<file path="src/rtl/instr_fetch.sv">
// Instruction/operand byte fetcher for the 6502 decoder: owns the PC and hands each byte
// over with a one-cycle ready pulse. Define RESET_VECTOR_EN to boot through $FFFC/$FFFD.
`ifndef REG_WIDTH
`define REG_WIDTH 8
`endif
`ifndef ADDR_WIDTH
`define ADDR_WIDTH 16
`endif

module instr_fetch #(
   parameter int unsigned           REG_WIDTH  = `REG_WIDTH,
   parameter int unsigned           ADDR_WIDTH = `ADDR_WIDTH,
   parameter logic [ADDR_WIDTH-1:0] RESET_PC   = ADDR_WIDTH'(16'h0200)
) (
   input  logic                  clk,
   input  logic                  reset_n,
   input  logic [REG_WIDTH-1:0]  data_in,
   input  logic                  get_next,
   input  logic                  load_pc,
   input  logic [ADDR_WIDTH-1:0] new_pc,
   output logic [ADDR_WIDTH-1:0] addr,
   output logic                  read_write,
   output logic [REG_WIDTH-1:0]  instruction_out,
   output logic                  instruction_ready,
   output logic [ADDR_WIDTH-1:0] pc
);

   typedef enum logic [2:0] {
      S_REQ,
      S_WAIT,
      S_HOLD,
      S_VEC_LO,
      S_VEC_HI,
      S_VEC_WAIT
   } state_t;

`ifdef RESET_VECTOR_EN
   localparam state_t                BOOT_STATE  = S_VEC_LO;
   localparam logic [ADDR_WIDTH-1:0] VEC_LO_ADDR = ADDR_WIDTH'(16'hFFFC);
   localparam logic [ADDR_WIDTH-1:0] VEC_HI_ADDR = ADDR_WIDTH'(16'hFFFD);
`else
   localparam state_t                BOOT_STATE  = S_REQ;
`endif

   state_t                state_q, state_d;
   logic [ADDR_WIDTH-1:0] pc_q, pc_d;
   logic [ADDR_WIDTH-1:0] addr_q, addr_d;
   logic [REG_WIDTH-1:0]  instr_q, instr_d;
   logic                  ready_q, ready_d;
`ifdef RESET_VECTOR_EN
   // vec_hi_q tells the shared VEC_WAIT state which vector byte is arriving.
   logic [REG_WIDTH-1:0]  vec_lo_q, vec_lo_d;
   logic                  vec_hi_q, vec_hi_d;
`endif

   // NOTE: sequential state uses non-blocking (<=) so every register samples pre-edge values.
   always_ff @(posedge clk or negedge reset_n) begin
      if (!reset_n) begin
         state_q <= BOOT_STATE;
      end else begin
         state_q <= state_d;
      end
   end

   // NOTE: every combinational output gets a default first, so no path can infer a latch.
   always_comb begin
      state_d = state_q;
      unique case (state_q)
         S_REQ:  state_d = load_pc ? S_REQ : S_WAIT;
         S_WAIT: state_d = load_pc ? S_REQ : S_HOLD;
         S_HOLD: if (load_pc || get_next) state_d = S_REQ;
`ifdef RESET_VECTOR_EN
         S_VEC_LO:   state_d = S_VEC_WAIT;
         S_VEC_HI:   state_d = S_VEC_WAIT;
         S_VEC_WAIT: state_d = vec_hi_q ? S_REQ : S_VEC_HI;
`endif
         default: state_d = BOOT_STATE;
      endcase
   end

   // get_next is only honoured in HOLD; a redirect drops whatever byte is in flight.
   always_comb begin
      pc_d    = pc_q;
      addr_d  = addr_q;
      instr_d = instr_q;
      ready_d = 1'b0;
`ifdef RESET_VECTOR_EN
      vec_lo_d = vec_lo_q;
      vec_hi_d = vec_hi_q;
`endif
      unique case (state_q)
         S_REQ: begin
            if (load_pc) pc_d = new_pc;
            else         addr_d = pc_q;
         end
         S_WAIT: begin
            if (load_pc) begin
               pc_d = new_pc;
            end else begin
               instr_d = data_in;
               ready_d = 1'b1;
            end
         end
         S_HOLD: begin
            if (load_pc)       pc_d = new_pc;
            else if (get_next) pc_d = pc_q + ADDR_WIDTH'(1);
         end
`ifdef RESET_VECTOR_EN
         S_VEC_LO: begin
            addr_d   = VEC_LO_ADDR;
            vec_hi_d = 1'b0;
         end
         S_VEC_HI: begin
            addr_d   = VEC_HI_ADDR;
            vec_hi_d = 1'b1;
         end
         S_VEC_WAIT: begin
            if (vec_hi_q) pc_d = ADDR_WIDTH'({data_in, vec_lo_q});
            else          vec_lo_d = data_in;
         end
`endif
         default: ;
      endcase
   end

   always_ff @(posedge clk or negedge reset_n) begin
      if (!reset_n) begin
         pc_q     <= RESET_PC;
         addr_q   <= RESET_PC;
         instr_q  <= '0;
         ready_q  <= 1'b0;
`ifdef RESET_VECTOR_EN
         vec_lo_q <= '0;
         vec_hi_q <= 1'b0;
`endif
      end else begin
         pc_q     <= pc_d;
         addr_q   <= addr_d;
         instr_q  <= instr_d;
         ready_q  <= ready_d;
`ifdef RESET_VECTOR_EN
         vec_lo_q <= vec_lo_d;
         vec_hi_q <= vec_hi_d;
`endif
      end
   end

   assign pc                = pc_q;
   assign addr              = addr_q;
   assign instruction_out   = instr_q;
   assign instruction_ready = ready_q;
   assign read_write        = 1'b1;

   a_ready_single : assert property (@(posedge clk) disable iff (!reset_n)
      instruction_ready |=> !instruction_ready);

endmodule

</file>
<file path="config.mk">
export PLATFORM = sky130hd
export DESIGN_NAME = instr_fetch
export DESIGN_NICKNAME = d
export VERILOG_FILES = /design/src/rtl/instr_fetch.sv
export SDC_FILE = /design/constraint.sdc
export NUM_CORES = 1
export LEC_CHECK = 0
export ABC_AREA = 1
export ABC_CLOCK_PERIOD_IN_PS = 1320
export CAP_MARGIN = 20
export CORE_AREA = 2 2 67 117
export CTS_BUF_LIST = sky130_fd_sc_hd__clkbuf_4
export CTS_CLUSTER_SIZE = 40
export DETAILED_ROUTE_END_ITERATION = 12
export DIE_AREA = 0 0 69 119
export SLEW_MARGIN = 20
export SYNTH_ARGS = -nofsm -noshare
export SYNTH_HDL_FRONTEND = slang
export SYNTH_SLANG_ARGS = --single-unit
</file>
<file path="constraint.sdc">
create_clock -name clk -period 1.32 [get_ports clk]
set_input_delay 0.396 -clock clk [delete_from_list [all_inputs] [get_ports clk]]
set_output_delay 0.396 -clock clk [all_outputs]
set_load 0.02 [all_outputs]
</file>
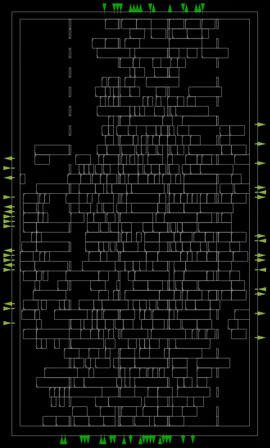
**Above:** cell placement.
Placeable Area: 0.007357 sq mm
sequential share of cell area: 0.2686
sequential cell count: 43

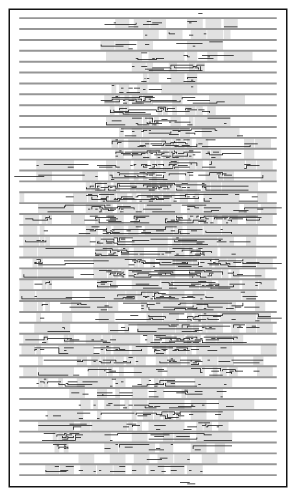
**Above:** metal 1.
(4 px per um) Supply wires on this layer in grey. Cells faint in the background.
wire length on this layer = 2690 um
share of all routed wire = 37%
nets with wire on the layer = 378
longest straight run = 22.5 um
main direction = horizontal
Routed WL: 7350 um
GRT met1 Usage: 0.1755

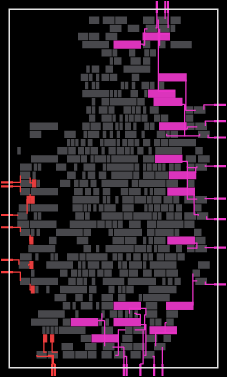
**Above:** port wiring.
(3 px per um)
addr -> magenta  # direction output, edge 8 right, 5 bottom, 3 top, end cells 16, buffers 16, wire 296 um
data_in -> red  # direction input, edge 6 left, 2 bottom, end cells 8, buffers 8, wire 69.2 um
Top Ports: 70
I/O Buffers: 68

-- cells in the final DEF, fill, tap and decap left out, drive strengths merged --
cell type	count
a21oi	11
a22oi	1
buf	116
clkbuf	9
clkdlybuf4s50	25
clkinv	2
clkinvlp	1
conb	1
dfrtp	41
dfstp	2
diode	1
dlygate4sd2	1
dlygate4sd3	1
ha	1
inv	26
nand2	99
nand3	18
nand4	4
nor2	20
o211ai	1
o21a	6
o21ai	29
o22ai	4
or2	1
-- logic make-up (layout without fill, tap and decap cells) --
family          count (synthesis)  count (layout)  share of synthesized area
compound gates                 52              52                     0.1357
fa+ha+maj                       1               1                   0.005850
buf+inv                        35             181                    0.07490
flops                          43              43                     0.5044
other cells                     1               2                   0.001754
simple gates                  142             142                     0.2774
==> flow_summary.json <==
{
  "power_report.internal_total_mw": 3.369,
  "power_leakage_nw": 1.909,
  "chip_area_sq_mm": 0.008211,
  "clk-power_mw": 0.686,
  "slowest_stage": "dfrtp_2",
  "total_power_mw": 5.473,
  "ys_cells": 274,
  "dr_wl_met3_um": 258,
  "status": "complete, but fails checks",
  "comb_share": 0.2847,
  "power_switching_mw": 2.105,
  "wl_per_cell_um": 14.44,
  "cts_tree": "done",
  "skew_ps": 18.40,
  "antenna_found_initial": 0,
  "crit_required_ps": 920,
  "crit_buf_inv": 2,
  "grt_use_met2": 0.3029,
  "seq_area_sq_mm": 0.001084,
  "drive_gt1_frac": 0.4738,
  "dpl.cell_count": 454,
  "clkbuf_count": 5,
  "die_x_um": 69,
  "reg2reg_slack_ps": -100,
  "p_clk_frac": 0.125,
  "seq_power_share": 0.345,
  "met1_length_um": 2691,
  "yosysWarnings": 0,
  "cts.path.max_buffers": 2,
  "clock_tree_area_fraction": 0.01427,
  "clk_latency_ps": 390,
  "comb_power_mw": 2.90,
  "min_period_ps": 1473,
  "fin_ws_ps": -153.0,
  "nNonClkInverters": 26,
  "drv_slew": 0,
  "synth.net_count": 303,
  "ir_drop_v": 0.0007234,
  "cts_buffers": 5,
  "dr.max_layer_used": "met4",
  "async_flop_share": 1.000,
  "fin_cells": 509,
  "yosysMostFrequentCell": "nand2_1",
  "h-tree-depth": 2,
  "num_rows": 42,
  "crit_path_end": "pc[1]",
  "maxPowerGroup": "combinational logic",
  "cp-start-kind": "register",
  "n_all_buffers": 147,
  "area_growth_pct": 88.65,
  "regToRegEndpoint": "pc[10]",
  "edf_count": 0,
  "place.detailed.hpwl_um": 4576,
  "failed_checks": "negative setup slack",
  "crit_path_start": "pc[1]",
  "grt_overflow_total": 0,
  "pwr-share-comb": 0.530,
  "cp_common_cell": "buf_6",
  "path_class": "register to primary output",
  "drt_iter0_drc": 176,
  "final.fill_count": 671,
  "timing.hold.ws_ps": 487.3,
  "p_sw_frac": 0.3845,
  "crit_cells": 2,
  "largest_cell_class": "buffers",
  "hold_violations": 0,
  "power_density_mw_per_mm2": 1357,
  "buf_share": 0.3790,
  "cts_setup_buffers": 18,
  "synthTopCellsByCount": "nand2_1 (98), dfrtp_1 (41), inv_1 (22), nand3_1 (18), o21ai_0 (18)",
  "topCellsByArea": "dfrtp_1 (48%), nand2_1 (17%), nand3_1 (4.2%)",
  "drcViolationCount": 0,
  "use_met3": 0.03215,
  "final_nets": 448,
  "logic_gate_count": 196,
  "root_buffer": "clkbuf_4",
  "seq-power_mw": 1.89,
  "syn_inst": 274,
  "dr_wl_met2_um": 4221,
  "syn_area_sq_mm": 0.002138,
  "fin_util": 0.5483,
  "ys_chip_area_sq_mm": 0.002138,
  "critical_path.top_delay_family": "flip-flops",
  "grt_max_degree": 44,
  "fin_crit_sh": 1.116,
  "finalSetupViolCount": 49,
  "synth.avg_cell_area_sq_um": 7.804,
  "path_cells": "buf_6 -> buf_6",
  "placed_area_sq_mm": 0.003184,
  "ant_nets": 0,
  "die_y_um": 119,
  "ys.flops": 43,
  "antenna_cells": 1,
  "cts_resized": 283,
  "maxCapViolCount": 0,
  "timing.fmax_ghz": 0.6789,
  "dp_worst_setup_slack_ps": -486.8,
  "slowest_delay_ps": 450,
  "cts.sink_count": 43,
  "taps": 88,
  "logic_area_sq_mm": 0.001149,
  "synth_top_area_share": 0.4798,
  "seq_area_frac_synth": 0.5044,
  "top_area_cell": "dfrtp_1",
  "gp_congestion": 0.8571,
  "flop_cell": "dfrtp_1",
  "core_util_floorplan": 0.2906,
  "worstRegToRegCells": 9,
  "setup_tns_ps": -2033,
  "crit_path_end_kind": "primary output",
  "busiest_layer": "met2",
  "ctsHoldBuffers": 1,
  "vias_per_cell": 4.737,
  "min_path_type": "input pin to asynchronous set/reset pin",
  "arrival_ps": 1080,
  "grt_setup_unrepaired": "true",
  "warnings": 28,
  "grt_pass1_wl_um": 10600,
  "firstDrtPassIters": 4,
  "dr_total_vias": 2411,
  "clk_pin_slew_ps": 140,
  "design_area_sq_mm": 0.004034,
  "synthDistinctLibCells": 25,
  "path_max_fanout": 2,
  "rr_startpoint": "pc[1]",
  "grtUsageTotal": 0.1623
}
No activity file was given, so power comes from the tool's default toggle rates.
